==> config.mk <==
export PLATFORM = sky130hd
export DESIGN_NAME = imem_boot_ctrl
export DESIGN_NICKNAME = d
export VERILOG_FILES = /design/src/rtl/imem_boot_ctrl.sv
export SDC_FILE = /design/constraint.sdc
export NUM_CORES = 1
export LEC_CHECK = 0
export CORE_ASPECT_RATIO = 0.5
export CORE_MARGIN = 2
export CORE_UTILIZATION = 40
export CTS_CLUSTER_SIZE = 14
export DETAILED_ROUTE_END_ITERATION = 10
export GPL_TIMING_DRIVEN = 0
export PLACE_DENSITY = 0.84
export SETUP_SLACK_MARGIN = 0.4
export SYNTH_ARGS = -nofsm -noshare
export SYNTH_HDL_FRONTEND = slang
export SYNTH_SLANG_ARGS = --single-unit
==> constraint.sdc <==
create_clock -name clk -period 4.63 [get_ports clk]
set_input_delay 0.6945 -clock clk [delete_from_list [all_inputs] [get_ports clk]]
set_output_delay 0.6945 -clock clk [all_outputs]
set_load 0.02 [all_outputs]
==> src/rtl/imem_boot_ctrl.sv <==
// Instruction-memory boot sequencer: streams host words into imem,
// then releases the CPU with a one-cycle PC reset.
module imem_boot_ctrl #(
    parameter int          ADDR_W   = 16,
    parameter logic [31:0] NOP_WORD = 32'h0
) (
    input  logic        clk,
    input  logic        rst,
    input  logic        load_start,
    input  logic [31:0] load_base,
    input  logic [16:0] load_len,
    input  logic        ld_valid,
    input  logic [31:0] ld_data,
    output logic        ld_ready,
    input  logic        halt,
    input  logic [31:0] fetch_addr,
    output logic [31:0] fetch_instr,
    output logic        cpu_run,
    output logic        pc_reset,
    output logic        load_done,
    output logic        busy,
    output logic        err_ovf,
    output logic [31:0] mem_read_addr,
    output logic [31:0] mem_write_addr,
    output logic        mem_write_en,
    output logic [31:0] mem_data_in,
    input  logic [31:0] mem_data_out
);

    typedef enum logic [1:0] {
        IDLE  = 2'd0,
        LOAD  = 2'd1,
        FLUSH = 2'd2,
        RUN   = 2'd3
    } state_t;

    state_t            state;
    state_t            state_nx;
    logic [ADDR_W-1:0] base;
    logic [16:0]       len;
    logic [16:0]       idx;

    logic beat;
    logic last;
    logic start_ok;
    logic start_bad;

    assign beat      = (state == LOAD) && ld_valid;
    assign last      = (idx == len - 17'd1);
    assign start_ok  = load_start && ((state == IDLE) || (state == RUN));
    assign start_bad = load_start && ((state == LOAD) || (state == FLUSH));

    always_comb begin
        state_nx = state;
        unique case (state)
            IDLE: begin
                if (load_start)
                    state_nx = (load_len == 17'd0) ? FLUSH : LOAD;
            end
            LOAD: begin
                if (beat && last)
                    state_nx = FLUSH;
            end
            FLUSH: begin
                state_nx = RUN;
            end
            RUN: begin
                // A reload request takes priority over halt.
                if (load_start)
                    state_nx = (load_len == 17'd0) ? FLUSH : LOAD;
                else if (halt)
                    state_nx = IDLE;
            end
            default: state_nx = IDLE;
        endcase
    end

    always_ff @(posedge clk or negedge rst) begin
        if (!rst) begin
            state   <= IDLE;
            base    <= '0;
            len     <= '0;
            idx     <= '0;
            err_ovf <= 1'b0;
        end else begin
            state <= state_nx;
            if (start_ok) begin
                base    <= load_base[ADDR_W-1:0];
                len     <= load_len;
                idx     <= '0;
                err_ovf <= 1'b0;
            end else begin
                if (beat)
                    idx <= idx + 17'd1;
                if (start_bad)
                    err_ovf <= 1'b1;
            end
        end
    end

    always_comb begin
        mem_write_addr = '0;
        mem_write_en   = 1'b0;
        mem_data_in    = '0;
        if (beat) begin
            mem_write_en                = 1'b1;
            mem_write_addr[ADDR_W-1:0]  = base + idx[ADDR_W-1:0];
            mem_data_in                 = ld_data;
        end
    end

    always_comb begin
        mem_read_addr             = '0;
        mem_read_addr[ADDR_W-1:0] = fetch_addr[ADDR_W-1:0];
    end

    assign ld_ready    = (state == LOAD);
    assign busy        = (state == LOAD) || (state == FLUSH);
    assign pc_reset    = (state == FLUSH);
    assign load_done   = (state == FLUSH);
    assign cpu_run     = (state == RUN);
    assign fetch_instr = (state == RUN) ? mem_data_out : NOP_WORD;

endmodule

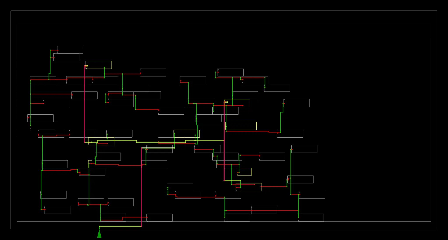
Run 1: the clock network
flip-flops: 53
Clock Skew: 0.003212 ns
Inserted Clock Buffers: 5
insertion delay at the late pin of the worst-skew pair: 0.30 ns

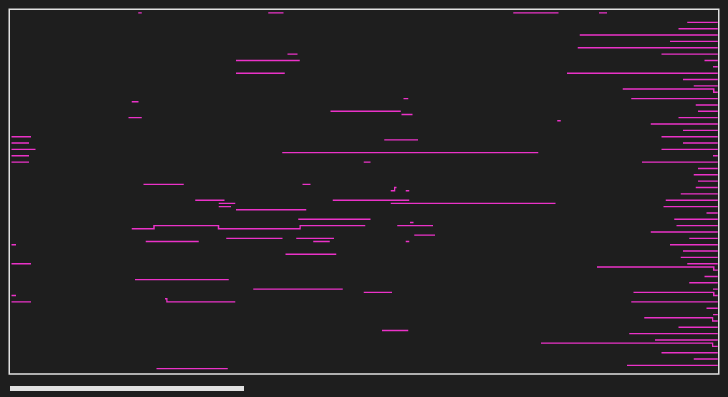
Run 1: met3 routing
Bar = 50 um.
nets with wire on the layer	95
longest straight run	54.5 um
share of all routed wire	7.0%

==> results_dict.tcl, run 1 <==
# flow metrics
set metrics [dict create \
    simple_gate_share_pct 24.22 \
    cts_resized 1 \
    grt_overflow 0 \
    initCoreUtil_pct 41.84 \
    adder_share_pct 6.780 \
    design_area_sq_um 6883 \
    slew_headroom_pct 55.43 \
    drtIter0Drc 203 \
    ctsHoldBuffers 0 \
    place.gp.congestion 0.8779 \
    ios 285 \
    synthAoiAreaFrac_pct 8.187 \
    status "finished clean" \
    rsz0062_at_grt "false" \
    die_h_um 77.79 \
    drt-wirelength-per-cell_um 16.88 \
    placed_area_sq_um 6704 \
    stdcell_count 868 \
    synthCells 484 \
    htree_levels 2 \
    warning_count 62 \
    clkSinkCount 53 \
    grt_pass1_wl_mm 22.19 \
    cp_max_fo 5 \
    cts_max_path_buffers 2 \
    cts_tree "yes" \
    total_leakage_power_uw 0.003080 \
    fmax_ghz 0.2465 \
    regToRegStartpoint "len[0]$_DFFE_PN0P_" \
    setup_violations 0 \
    arrival_ns 3.36 \
    std_cell_rows 26 \
    ys.flops 53 \
    antenna_found_initial 0 \
    critPathMaxStageDelay_ns 0.65 \
    cts_root_buf "clkbuf_16" \
    port_buffers 204 \
    r2r_slack_ns 1.80 \
    endpoint "mem_write_addr[14]" \
    yosys_warnings 0 \
    crit_path_start_kind "register" \
    dieArea_sq_um 11790 \
    synth_top_cell_by_count "dfrtp_1" \
    reg2reg_depth 9 \
    path_class "register to primary output" \
    min_period_ns 4.057 \
    synth-cells-yosys 484 \
    drc_errors 0 \
    grtUsageTotal_pct 23.88 \
    pre_cts_ws_ns 0.7320 \
    synth-main-ff-cell "dfrtp_1" \
    synth-async-reset-ratio_pct 100.0 \
    slew_viol_final 0 \
    topCombFamilyByArea "simple AND/OR/NAND/NOR gates" \
    yosysUniqueCellTypes 48 \
    setup_ws_ns 0.5733 \
    vdd_ir_drop_max_mv 0.1917 \
    worst_slew_pin_slew_ns 0.6685 \
    min_period_over_period_pct 87.62 \
    syn2layout_area_growth_pct 58.03 \
    cp-end-kind "primary output" \
    syn_area_sq_um 4355 \
    top_cell_area_share_pct 30.45 \
]
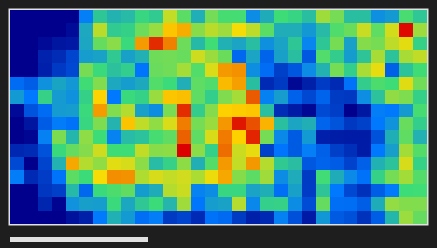
Run 1: wiring heat map
Bar = 50 um. 30 x 16 tiles, from dark blue (low) to red (high), scaled to the fullest tile. Values are wire area over tile area, all layers added.
mean over tiles	0.20
nearly empty tiles	6.5%
fullest tile	0.49
densest ninth of the die	center
tiles over half the peak	37%

-- run 1: metrics by stage --
stage / total power (uW) / hold slack (ns)
final: 3187 / 0.3625
after global routing: 3390 / 0.3955
after CTS: 3188 / 0.3764
after detailed placement: 2729 / 0.5025
after global placement: 2667 / 0.4934
after floorplan: 2012 / 0.3989
-- run 1: area by class of cell --
class	count	area, sq um
flip-flops and latches	53	1326
well taps	140	175.2
multi-input cells	384	2675
fillers	843	3527
plain buffers	68	439.2
inverters	10	37.54
clock buffers	7	142.6
clock inverters	1	30.03
repair buffers	205	2057
-- run 1: placed cells by master, fill, tap and decap left out, types with 6 or more instances in the layout --
master / count
dfrtp_1: 53
nand3_1: 7
nor2_1: 41
nand2_1: 19
xnor2_1: 28
and3_1: 38
clkdlybuf4s50_1: 203
xor2_1: 22
conb_1: 32
a21oi_1: 13
nand2b_1: 6
and2_1: 33
inv_1: 10
mux2_2: 33
buf_4: 49
nor3_1: 11
ha_1: 22
nand4_1: 6
a21o_1: 9
o21ai_0: 11
clkbuf_1: 20
-- run 1: cells by family after synthesis --
kind of cell / after synthesis
simple gates: 188
fa+ha+maj: 23
xor+xnor: 50
other cells: 1
buf+inv: 78
flops: 53
compound gates: 55
mux: 36
-- run 1: sequential cells by signal, indices dropped and copies added (netlist names) --
name and count:
state 2, err_ovf 1, len 17, base 16, idx 17
-- run 1: critical path, delay by kind of cell (launching register included) --
family,cells,cell delay [ns]
flops,1,0.49
compound gates,5,0.97
buf+inv,1,0.65
fa+ha+maj,2,0.68
simple gates,2,0.27
-- run 1: metal layers --
metal  track usage (%)  routed length, um
met1             31.85               6570
met4             5.556                220
met2             39.86               6835
met5                 0                  0
met3             4.882               1030
-- run 1: report_power, final --
group	switching, uW	internal (uW)
combinational	990	942
sequential	172	636
clock	177	271
total	1340	1850
==> run 2: changes to the inputs <==
ABC_CLOCK_PERIOD_IN_PS = 4630   (was unset)
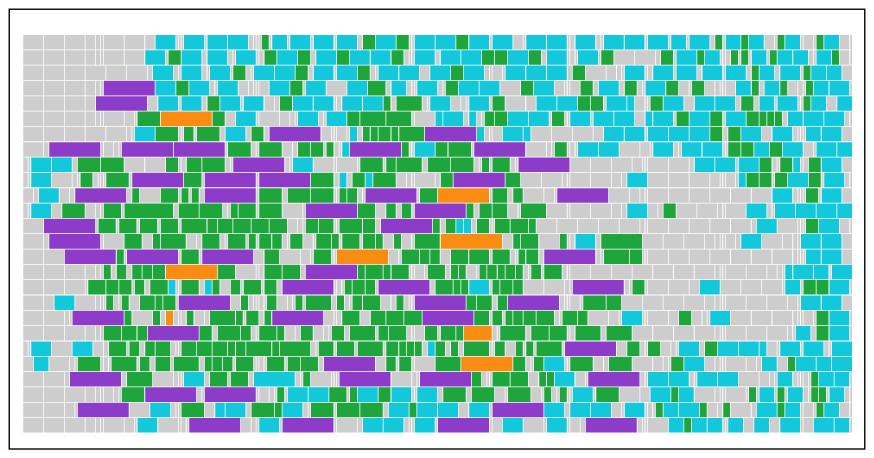
Run 2: placed cells, one color a class
Fill, decap, tap and diode cells in gray.
color	class	cells	share of their area
cyan	remaining buffers and delay cells	273	37%
green	remaining logic cells	394	40%
purple	registers	53	20%
orange	clock drivers and dummy loads	8	2.6%

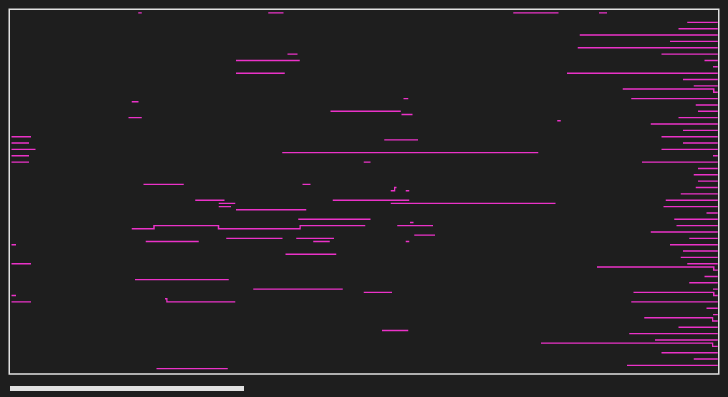
Run 2: met3 routing
Bar = 50 um.
main direction	horizontal
share of all routed wire	7.0%
nets with wire on the layer	95
met3 usage in global routing: 4.882%
via count: 4302
Post-Route WL: 14.66 mm

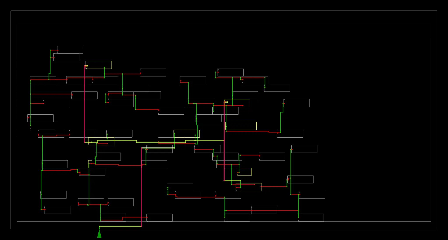
Run 2: the clock network
clock sinks: 53
Clock group: 448 uW
clkbuf count: 7

==> results_dict.tcl, run 2 <==
# flow metrics
set metrics [dict create \
    status "finished clean" \
    global_route.usage.met2_pct 39.86 \
    pre_cts_ws_ns 0.7320 \
    yosys_warnings 0 \
    sh_comb_area_pct 38.87 \
    synth-async-reset-ratio_pct 100.0 \
    pwr-share-clk_pct 14.1 \
    drc_errors 0 \
    grtUsageTotal_pct 23.88 \
    switching_share_pct 42.01 \
    min_period_ns 4.057 \
    synth-main-ff-cell "dfrtp_1" \
    clk_latency_ns 0.30 \
    n_fill_cell 843 \
    path_clk_slew_ns 0.07 \
    stdcell_count 868 \
    place.gp.congestion 0.8779 \
    pwr-share-comb_pct 60.6 \
    vdd_ir_drop_max_mv 0.1917 \
    timing.hold.ws_ns 0.3625 \
    syn2layout_area_growth_pct 58.03 \
    top_cell_area_share_pct 30.45 \
    cts_root_buf "clkbuf_16" \
    inv_count 10 \
    port_buffers 204 \
    path_class "register to primary output" \
    synth_top_cell_by_count "dfrtp_1" \
    slew_viol_final 0 \
    cts_tree "yes" \
    worst_slew_pin_slew_ns 0.6685 \
    ctsHoldBuffers 0 \
    fmax_ghz 0.2465 \
    total_leakage_power_uw 0.003080 \
    final-nonclk-buf-share_pct 36.27 \
    highest_layer "met4" \
    comb_area_sq_um 2675 \
    dieArea_sq_um 11790 \
    rsz0062_at_grt "false" \
    warning_count 62 \
    cts_max_path_buffers 2 \
    logic_gates 384 \
    ys.flops 53 \
    pwr-share-seq_pct 25.3 \
    grt_pass1_wl_mm 22.19 \
    slew_headroom_pct 55.43 \
    largest_class "logic gates" \
    initCoreUtil_pct 41.84 \
    mostFrequentLayoutCell "clkdlybuf4s50_1" \
    grt_overflow 0 \
    setup_ws_ns 0.5733 \
    syn_area_sq_um 4355 \
    reg_top3 "idx (17), len (17), base (16)" \
    die_h_um 77.79 \
    cts_resized 1 \
    std_cell_rows 26 \
    p_total_uw 3187 \
    htree_levels 2 \
    grt.busiest_layer "met2" \
    cp-end-kind "primary output" \
    clk_share_pct 2.509 \
    netSwitchingPower_uw 1339 \
    finClkSkew_ns 0.003212 \
    nWellTaps 140 \
    arrival_ns 3.36 \
    most-common-layout-cells "clkdlybuf4s50_1 (203), dfrtp_1 (53), buf_4 (49), nor2_1 (41), and3_1 (38)" \
    seq_share_pct 19.27 \
    seq_area_sq_um 1326 \
    drt-met1-wl_mm 6.570 \
    drt-wirelength-per-cell_um 16.88 \
    placed_area_sq_um 6704 \
    synthCells 484 \
    num-nonclk-buffers 273 \
]
run 2: cell counts in the layout (fill, tap and decap cells not counted):
Identical to the previous run, type by type.
run 2: power by group through the flow:
stage / clock [uW] / combinational [uW] / sequential (uW)
finish: 448 / 1930 / 808
global route: 474 / 2080 / 835
CTS: 452 / 1930 / 807
detailed placement: 0 / 1910 / 817
global placement: 0 / 1860 / 809
floorplan: 0 / 1240 / 774
run 2: path summary, 6_finish.rpt:
check                      depth (start not counted)                start                    to  slack, ns
min in group clk                                   1  err_ovf$_DFFE_PN0P_   err_ovf$_DFFE_PN0P_       0.51
max reg2reg                                        9   len[0]$_DFFE_PN0P_  state[1]$_DFFE_PN0P_       1.80
max in group asynchronous                          2                  rst    len[7]$_DFFE_PN0P_       3.70
max                                               10   idx[0]$_DFFE_PN0P_    mem_write_addr[14]       0.57
min                                                1                  rst  base[14]$_DFFE_PN0P_       0.36
min reg2reg                                        1  err_ovf$_DFFE_PN0P_   err_ovf$_DFFE_PN0P_       0.51
run 2: logic make-up (layout without fill, tap and decap cells):
kind of cell | Yosys count | in the layout | share of synthesized area (%)
and+or+nand+nor | 188 | 188 | 24.22
buffers and inverters | 78 | 291 | 10.95
AOI/OAI and AO/OA | 55 | 55 | 8.188
DFF | 53 | 53 | 30.45
xor gates and xnor gates | 50 | 50 | 10.05
muxes | 36 | 36 | 9.279
adders and majority gates | 23 | 23 | 6.780
other | 1 | 32 | 0.08610
run 2: critical path, stage by stage (launching register included):
cell and delay, ns:
dfrtp_1 0.49, ha_1 0.26, fa_1 0.42, a21o_1 0.20
nand4_1 0.12, a21boi_1 0.12, o21ai_1 0.30, a211oi_1 0.16
o21a_1 0.19, nor3_1 0.15, clkdlybuf4s50_1 0.65
Power is estimated from default activity; no workload was simulated.
